--- src/rtl/cpu_pkg.sv ---
// Shared encodings for the control unit, register unit and datapath.
package cpu_pkg;

  localparam int unsigned OpNop   = 'h00;
  localparam int unsigned OpLdac  = 'h01;
  localparam int unsigned OpStac  = 'h02;
  localparam int unsigned OpMvacr = 'h03;
  localparam int unsigned OpMvrac = 'h04;
  localparam int unsigned OpAdd   = 'h05;
  localparam int unsigned OpSub   = 'h06;
  localparam int unsigned OpIncac = 'h07;
  localparam int unsigned OpClac  = 'h08;
  localparam int unsigned OpJump  = 'h09;
  localparam int unsigned OpJmpz  = 'h0A;
  localparam int unsigned OpEnd   = 'h3F;

  // C-bus write-enable bit positions
  localparam int unsigned CPc = 0;
  localparam int unsigned CAr = 1;
  localparam int unsigned CAc = 2;
  localparam int unsigned CR  = 3;
  localparam int unsigned CR1 = 4;
  localparam int unsigned CR2 = 5;
  localparam int unsigned CR3 = 6;
  localparam int unsigned CR4 = 7;
  localparam int unsigned CDr = 8;
  localparam int unsigned CTr = 9;

  // B-bus source codes
  localparam int unsigned BselNone = 0;
  localparam int unsigned BselPc   = 1;
  localparam int unsigned BselAr   = 2;
  localparam int unsigned BselAc   = 3;
  localparam int unsigned BselR    = 4;
  localparam int unsigned BselDr   = 5;
  localparam int unsigned BselIram = 6;

  // ALU operation codes
  localparam int unsigned AluPass = 0;
  localparam int unsigned AluAdd  = 1;
  localparam int unsigned AluSub  = 2;
  localparam int unsigned AluInc  = 3;
  localparam int unsigned AluClr  = 4;

  typedef enum logic [3:0] {
    StIdle, StF1, StF2, StDec, StEx, StMrd, StMwb, StMwr, StJ1, StJ2, StJskip, StHalt
  } state_e;

  // ClsAluR: AC <= ALU(R); ClsAluAc: AC <= ALU(AC) with no B-bus source
  typedef enum logic [3:0] {
    ClsNop, ClsLdac, ClsStac, ClsMvacr, ClsAluR, ClsAluAc, ClsJump, ClsJmpz, ClsEnd, ClsIllegal
  } instr_cls_e;

endpackage

--- src/rtl/ctrl_decoder.sv ---
// Combinational opcode decode into instruction class, ALU op and legality.
module ctrl_decoder
  import cpu_pkg::*;
#(
  parameter int unsigned OPCODE_W = 6,
  parameter int unsigned ALUOP_W  = 3
) (
  input  logic [OPCODE_W-1:0] opcode_i,
  output instr_cls_e          cls_o,
  output logic [ALUOP_W-1:0]  alu_op_o,
  output logic                legal_o
);

  // Full-width compare so no upper-bit patterns alias onto legal opcodes
  always_comb begin
    cls_o    = ClsIllegal;
    alu_op_o = ALUOP_W'(AluPass);
    legal_o  = 1'b1;
    case (opcode_i)
      OPCODE_W'(OpNop):   cls_o = ClsNop;
      OPCODE_W'(OpLdac):  cls_o = ClsLdac;
      OPCODE_W'(OpStac):  cls_o = ClsStac;
      OPCODE_W'(OpMvacr): cls_o = ClsMvacr;
      OPCODE_W'(OpMvrac): cls_o = ClsAluR;
      OPCODE_W'(OpAdd): begin
        cls_o    = ClsAluR;
        alu_op_o = ALUOP_W'(AluAdd);
      end
      OPCODE_W'(OpSub): begin
        cls_o    = ClsAluR;
        alu_op_o = ALUOP_W'(AluSub);
      end
      OPCODE_W'(OpIncac): begin
        cls_o    = ClsAluAc;
        alu_op_o = ALUOP_W'(AluInc);
      end
      OPCODE_W'(OpClac): begin
        cls_o    = ClsAluAc;
        alu_op_o = ALUOP_W'(AluClr);
      end
      OPCODE_W'(OpJump):  cls_o = ClsJump;
      OPCODE_W'(OpJmpz):  cls_o = ClsJmpz;
      OPCODE_W'(OpEnd):   cls_o = ClsEnd;
      default:            legal_o = 1'b0;
    endcase
  end

endmodule

--- src/rtl/control_unit.sv ---
// Fetch/decode/execute sequencer producing Moore control strobes for the register unit.
module control_unit
  import cpu_pkg::*;
#(
  parameter int unsigned OPCODE_W    = 6,
  parameter int unsigned CBUS_W      = 10,
  parameter int unsigned BSEL_W      = 4,
  parameter int unsigned ALUOP_W     = 3,
  parameter int unsigned MEM_TIMEOUT = 15
) (
  input  logic                clk,
  input  logic                rst,
  input  logic                start,
  input  logic [OPCODE_W-1:0] opcode,
  input  logic                z_flag,
  input  logic                dram_ack,
  output logic                LDIR,
  output logic                PC_INC,
  output logic                iram_re,
  output logic [CBUS_W-1:0]   C_bus_ctrl_sig,
  output logic [BSEL_W-1:0]   B_bus_sel,
  output logic [ALUOP_W-1:0]  alu_op,
  output logic                dram_req,
  output logic                dram_we,
  output logic                done,
  output logic                fault
);

  localparam int unsigned CntW = $clog2(MEM_TIMEOUT + 1);

  state_e              state_q, state_d;
  logic [OPCODE_W-1:0] op_q, op_d;
  logic [CntW-1:0]     cnt_q, cnt_d;

  logic [OPCODE_W-1:0] dec_op;
  instr_cls_e          dec_cls;
  logic [ALUOP_W-1:0]  dec_alu;
  logic                dec_legal;

  // Decode the live opcode only while dispatching; everywhere else decode the latched op_q,
  // so outputs remain a function of state and op_q alone.
  assign dec_op = (state_q == StDec) ? opcode : op_q;

  ctrl_decoder #(
    .OPCODE_W (OPCODE_W),
    .ALUOP_W  (ALUOP_W)
  ) u_dec (
    .opcode_i (dec_op),
    .cls_o    (dec_cls),
    .alu_op_o (dec_alu),
    .legal_o  (dec_legal)
  );

  // State, latched opcode and memory wait counter
  always_ff @(posedge clk) begin
    if (rst) begin
      state_q <= StIdle;
      op_q    <= '0;
      cnt_q   <= '0;
    end else begin
      state_q <= state_d;
      op_q    <= op_d;
      cnt_q   <= cnt_d;
    end
  end

  // Next-state; counter is held at zero outside MRD/MWR so it starts clean on entry
  always_comb begin
    state_d = state_q;
    op_d    = op_q;
    cnt_d   = '0;
    unique case (state_q)
      StIdle: if (start) state_d = StF1;
      StF1:   state_d = StF2;
      StF2:   state_d = StDec;
      StDec: begin
        op_d = opcode;
        if (!dec_legal) begin
          state_d = StHalt;
        end else begin
          unique case (dec_cls)
            ClsNop:                       state_d = StF1;
            ClsLdac:                      state_d = StMrd;
            ClsStac:                      state_d = StMwr;
            ClsMvacr, ClsAluR, ClsAluAc:  state_d = StEx;
            ClsJump:                      state_d = StJ1;
            ClsJmpz:                      state_d = z_flag ? StJ1 : StJskip;
            default:                      state_d = StHalt;
          endcase
        end
      end
      StMrd, StMwr: begin
        if (dram_ack) begin
          state_d = (state_q == StMrd) ? StMwb : StF1;
        end else if (cnt_q == CntW'(MEM_TIMEOUT - 1)) begin
          state_d = StHalt;
        end else begin
          cnt_d = cnt_q + 1'b1;
        end
      end
      StJ1:                         state_d = StJ2;
      StEx, StMwb, StJ2, StJskip:   state_d = StF1;
      StHalt:                       state_d = StHalt;
      default:                      state_d = StIdle;
    endcase
  end

  // Moore output decode
  always_comb begin
    LDIR           = 1'b0;
    PC_INC         = 1'b0;
    iram_re        = 1'b0;
    C_bus_ctrl_sig = '0;
    B_bus_sel      = BSEL_W'(BselNone);
    alu_op         = ALUOP_W'(AluPass);
    dram_req       = 1'b0;
    dram_we        = 1'b0;
    done           = 1'b0;
    fault          = 1'b0;
    unique case (state_q)
      StF1, StJ1: iram_re = 1'b1;
      StF2: begin
        LDIR   = 1'b1;
        PC_INC = 1'b1;
      end
      StEx: begin
        unique case (dec_cls)
          ClsMvacr: begin
            B_bus_sel          = BSEL_W'(BselAc);
            C_bus_ctrl_sig[CR] = 1'b1;
          end
          ClsAluR: begin
            B_bus_sel           = BSEL_W'(BselR);
            alu_op              = dec_alu;
            C_bus_ctrl_sig[CAc] = 1'b1;
          end
          ClsAluAc: begin
            alu_op              = dec_alu;
            C_bus_ctrl_sig[CAc] = 1'b1;
          end
          default: ;
        endcase
      end
      StMrd: dram_req = 1'b1;
      StMwb: begin
        B_bus_sel           = BSEL_W'(BselDr);
        C_bus_ctrl_sig[CAc] = 1'b1;
      end
      StMwr: begin
        dram_req  = 1'b1;
        dram_we   = 1'b1;
        B_bus_sel = BSEL_W'(BselAc);
      end
      StJ2: begin
        B_bus_sel           = BSEL_W'(BselIram);
        C_bus_ctrl_sig[CPc] = 1'b1;
      end
      StJskip: PC_INC = 1'b1;
      StHalt: begin
        // Only END reaches HALT cleanly; illegal opcodes and memory timeouts are faults
        done  = (dec_cls == ClsEnd);
        fault = (dec_cls != ClsEnd);
      end
      default: ;
    endcase
  end

endmodule

--- config.mk ---
export PLATFORM = sky130hd
export DESIGN_NAME = control_unit
export DESIGN_NICKNAME = d
export VERILOG_FILES = /design/src/rtl/cpu_pkg.sv /design/src/rtl/ctrl_decoder.sv /design/src/rtl/control_unit.sv
export SDC_FILE = /design/constraint.sdc
export NUM_CORES = 1
export LEC_CHECK = 0
export CAP_MARGIN = 20
export CORE_ASPECT_RATIO = 0.75
export CORE_MARGIN = 1.5
export CORE_UTILIZATION = 48
export CTS_CLUSTER_SIZE = 30
export DETAILED_ROUTE_END_ITERATION = 8
export GPL_TIMING_DRIVEN = 0
export HOLD_SLACK_MARGIN = 0.03
export PLACE_DENSITY = 0.8
export REMOVE_ABC_BUFFERS = 1
export SYNTH_ARGS = -nofsm -noshare
export SYNTH_HDL_FRONTEND = slang
export SYNTH_SLANG_ARGS = --single-unit
--- constraint.sdc ---
create_clock -name clk -period 2.35 [get_ports clk]
set_clock_uncertainty 0.05 [all_clocks]
set_input_delay 0.3525 -clock clk [delete_from_list [all_inputs] [get_ports clk]]
set_output_delay 0.3525 -clock clk [all_outputs]
set_load 0.05 [all_outputs]
==> run_results.csv, run 1 <==
group,metric,value,unit
status,status,"complete, but fails checks",
status,violations,"setup timing",
final_timing,fin_ws,-0.1549,ns
final_timing,finalMaxSlewViolations,0,
power,pwr-share-clk,27.0,%
detailed_routing,routed-wl-met3,451,um
power,p_total,682.4,uW
layout,nNonClkBuffers,49,
final_timing,hold_violations,0,
detailed_routing,wl_per_cell,15.77,um
layout,layout.cells.non_filler,252,
final_timing,worst-slew-pin-transition,0.5079,ns
grt,grt_pass1_wl,6.306,mm
floorplan,rows,15,
synthesis,synth.cellmix.compoundShare,19.26,%
layout,fillers,184,
grt,grt_pass1_vias,1377,
grt,grt_max_degree,16,
run,maxCapViolations,0,
layout,largest_registers,"op_q (6), cnt_q (4), state_q (4)",
detailed_routing,drtIter0Drc,173,
worst_setup_path,cpLargestDelayFamily,"simple AND/OR/NAND/NOR gates",
power,p_leak,0.7848,nW
layout,layout-drive-gt1-share,28.44,%
layout,num-multi-input-gates,147,
layout,design_area,1755,um2
grt,gr-usage-met1,33.10,%
floorplan,well_tap_count,34,
cts,max-clock-path-buffers,2,
worst_setup_path,start_kind,"flop",
worst_setup_path,crit_required,1.95,ns
synthesis,ys_sh_xor,4.790,%
worst_setup_path,cp-startpoint,"state_q[0]",
cts,cts_tree,"built",
power,intPower,427.8,uW
synthesis,synth_flops,14,
detailed_routing,first_pass_iters,4,
grt,antenna_found_initial,0,
final_timing,fin_tns_setup,-0.3685,ns
floorplan,die_w,62.63,um
grt,overflow,0,
final_timing,finalSetupViolations,4,
synthesis,synthFlopType,"dfxtp_1",
worst_hold_path,min_from,"opcode[3]",
layout,top_area_cell_class,"multi-input combinational cells",
detailed_routing,avgViaCountPerCell,6.091,
place,postPlaceCellArea,1481,um2
run 1: synth_stat cells (2+ instances only):
cell type	number
nor4_1	3
a21oi_1	6
nor3_1	9
ha_1	2
nand4b_1	2
o21ai_1	2
clkbuf_1	6
a21o_1	2
and2_1	3
nand4_1	2
nand2_1	23
nand3_1	4
nor3_4	2
dfxtp_1	14
xnor2_1	3
buf_2	6
inv_1	4
and3_1	5
o21ai_0	8
nor4b_1	2
nor3b_1	3
a31oi_1	4
nor2b_1	2
xor2_1	4
nor2_1	22
buf_4	8
mux2i_1	2
nand2b_1	3
run 1: final timing paths:
check | depth (start not counted) | to
setup / recovery | 6 | B_bus_sel[2]
hold / removal | 3 | op_q[3]
setup reg to reg | 7 | state_q[1]
hold reg to reg | 1 | cnt_q[0]
Figure 1. The metal 3 layer (run 1).
Bar = 20 um.
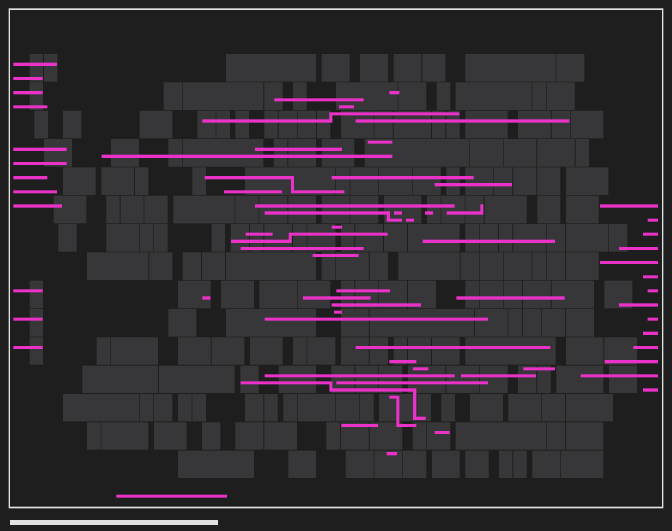
share of all routed wire: 11%
nets with wire on the layer: 57

Figure 2. Routed clock nets over the placement (run 1).
Bar = 20 um.
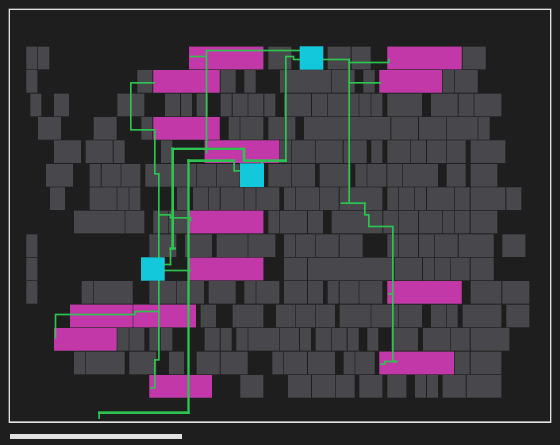
[clock-net drivers] cyan | count: 3
[flip-flops] magenta | count: 14
[clock wires] green | length: 242 um
routed clock nets: 4

Figure 3. Congestion heat map (run 1).
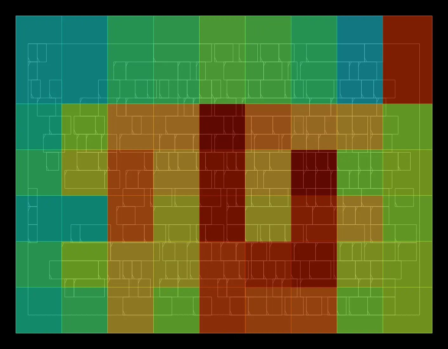
Total GRT Usage: 27.84%
post-layout util: 73.07%

==> run 2, diff against run 1 <==
--- a/config.mk
+++ b/config.mk
@@ -11,7 +11,6 @@
 export CORE_UTILIZATION = 48
 export CTS_CLUSTER_SIZE = 30
 export DETAILED_ROUTE_END_ITERATION = 8
-export GPL_TIMING_DRIVEN = 0
 export HOLD_SLACK_MARGIN = 0.03
 export PLACE_DENSITY = 0.8
 export REMOVE_ABC_BUFFERS = 1
==> run 2 against run 1 <==
  * Combinational power rose by 17%
  * Final area rose by 17%
  * Count of clock-buffer cells in the layout did not move
  * The flow still finishes with violations (setup timing)
  * First-iteration DRC count fell by 18%
  * Critical path type unchanged
  * Highest routed layer unchanged
  * Largest power group is now combinational logic
  * Synthesized area did not move
  * Fmax fell by 2.3%
  * Largest cell class unchanged
  * Clock power barely moved
  * Die size did not move
==> run_results.csv, run 2 <==
group,metric,value,unit
layout,layout-drive-gt1-share,40.17,%
worst_setup_path,start_kind,"flop",
worst_setup_path,cp_num_cells,7,
status,violations,"setup timing",
layout,nNonClkBuffers,70,
status,status,"complete, but fails checks",
power,intPower,451.7,uW
floorplan,well_tap_count,34,
floorplan,die_w,62.63,um
final_timing,fin_tns_setup,-0.6726,ns
layout,area_delta_synth_final,60.61,%
power,pwr-share-clk,25.8,%
place,postPlaceCellArea,1789,um2
worst_setup_path,ff2ff_path_depth,10,
layout,largest_registers,"op_q (6), cnt_q (4), state_q (4)",
power,p_total,722.6,uW
layout,largest_reg_flops,6,
layout,fillers,139,
grt,overflow,0,
final_timing,fin_ws,-0.2127,ns
final_timing,hold_violations,0,
run,maxCapViolations,0,
final_timing,finalSetupViolations,5,
worst_setup_path,timing.rr.end,"state_q[1]",
worst_hold_path,holdPathStages,1,
worst_setup_path,cp-endpoint,"B_bus_sel[2]",
detailed_routing,drtIter0Drc,141,
final_timing,worst-slew-pin-transition,0.5189,ns
grt,grt_pass1_vias,1463,
floorplan,rows,15,
synthesis,top_cells_by_count,"23 x nand2_1, 22 x nor2_1, 14 x dfxtp_1",
place,dp.cells,258,
worst_setup_path,cp-startpoint,"op_q[3]",
place,gp_congestion,0.9303,
grt,gr-usage-met1,39.86,%
synthesis,most_common_cell,"nand2_1",
layout,layout.cells.non_filler,273,
worst_setup_path,cpLargestDelayFamily,"simple AND/OR/NAND/NOR gates",
layout,num-multi-input-gates,147,
final_timing,finalMaxSlewViolations,0,
worst_setup_path,crit_required,1.95,ns
synthesis,yosysChipArea,1280,um2
layout,finish.utilization,85.57,%
layout,design_area,2056,um2
grt,grt_pass1_wl,7.238,mm
grt,antenna_found_initial,0,
cts,cts_tree,"built",
synthesis,synth_flops,14,
detailed_routing,wl_per_cell,17.01,um
## run 2: how the worst min path moves through the flow
stage          startpoint        to  slack (ns)
4_1_cts          cnt_q[0]  cnt_q[0]        0.44
3_5_place_dp     cnt_q[0]  cnt_q[0]        0.42
5_1_grt          cnt_q[0]  cnt_q[0]        0.46
3_3_place_gp     cnt_q[0]  cnt_q[0]        0.39
2_1_floorplan         rst   op_q[2]        0.37
6_report         cnt_q[0]  cnt_q[0]        0.43
## run 2: cells by family after synthesis
| family | after synthesis | share of synthesized area [%] |
|---|---|---|
| xor+xnor | 7 | 4.790 |
| fa+ha+maj | 2 | 1.955 |
| flops | 14 | 21.90 |
| mux | 2 | 1.564 |
| other cells | 1 | 0.2930 |
| compound gates | 36 | 19.26 |
| buf+inv | 26 | 11.14 |
| simple gates | 92 | 39.10 |
Figure 4. Metal layers overlaid (run 2).
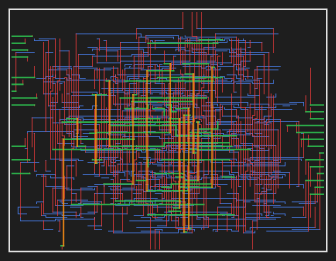
| layer | color | wire length |
|---|---|---|
| M2 | red | 2090 um |
| M1 | blue | 1860 um |
| M4 | orange | 224 um |
| M3 | green | 481 um |
Vias: 1639
routed wire length: 4.645 mm
Total GRT Usage: 32.32%

Power and IR drop assume default switching activity.
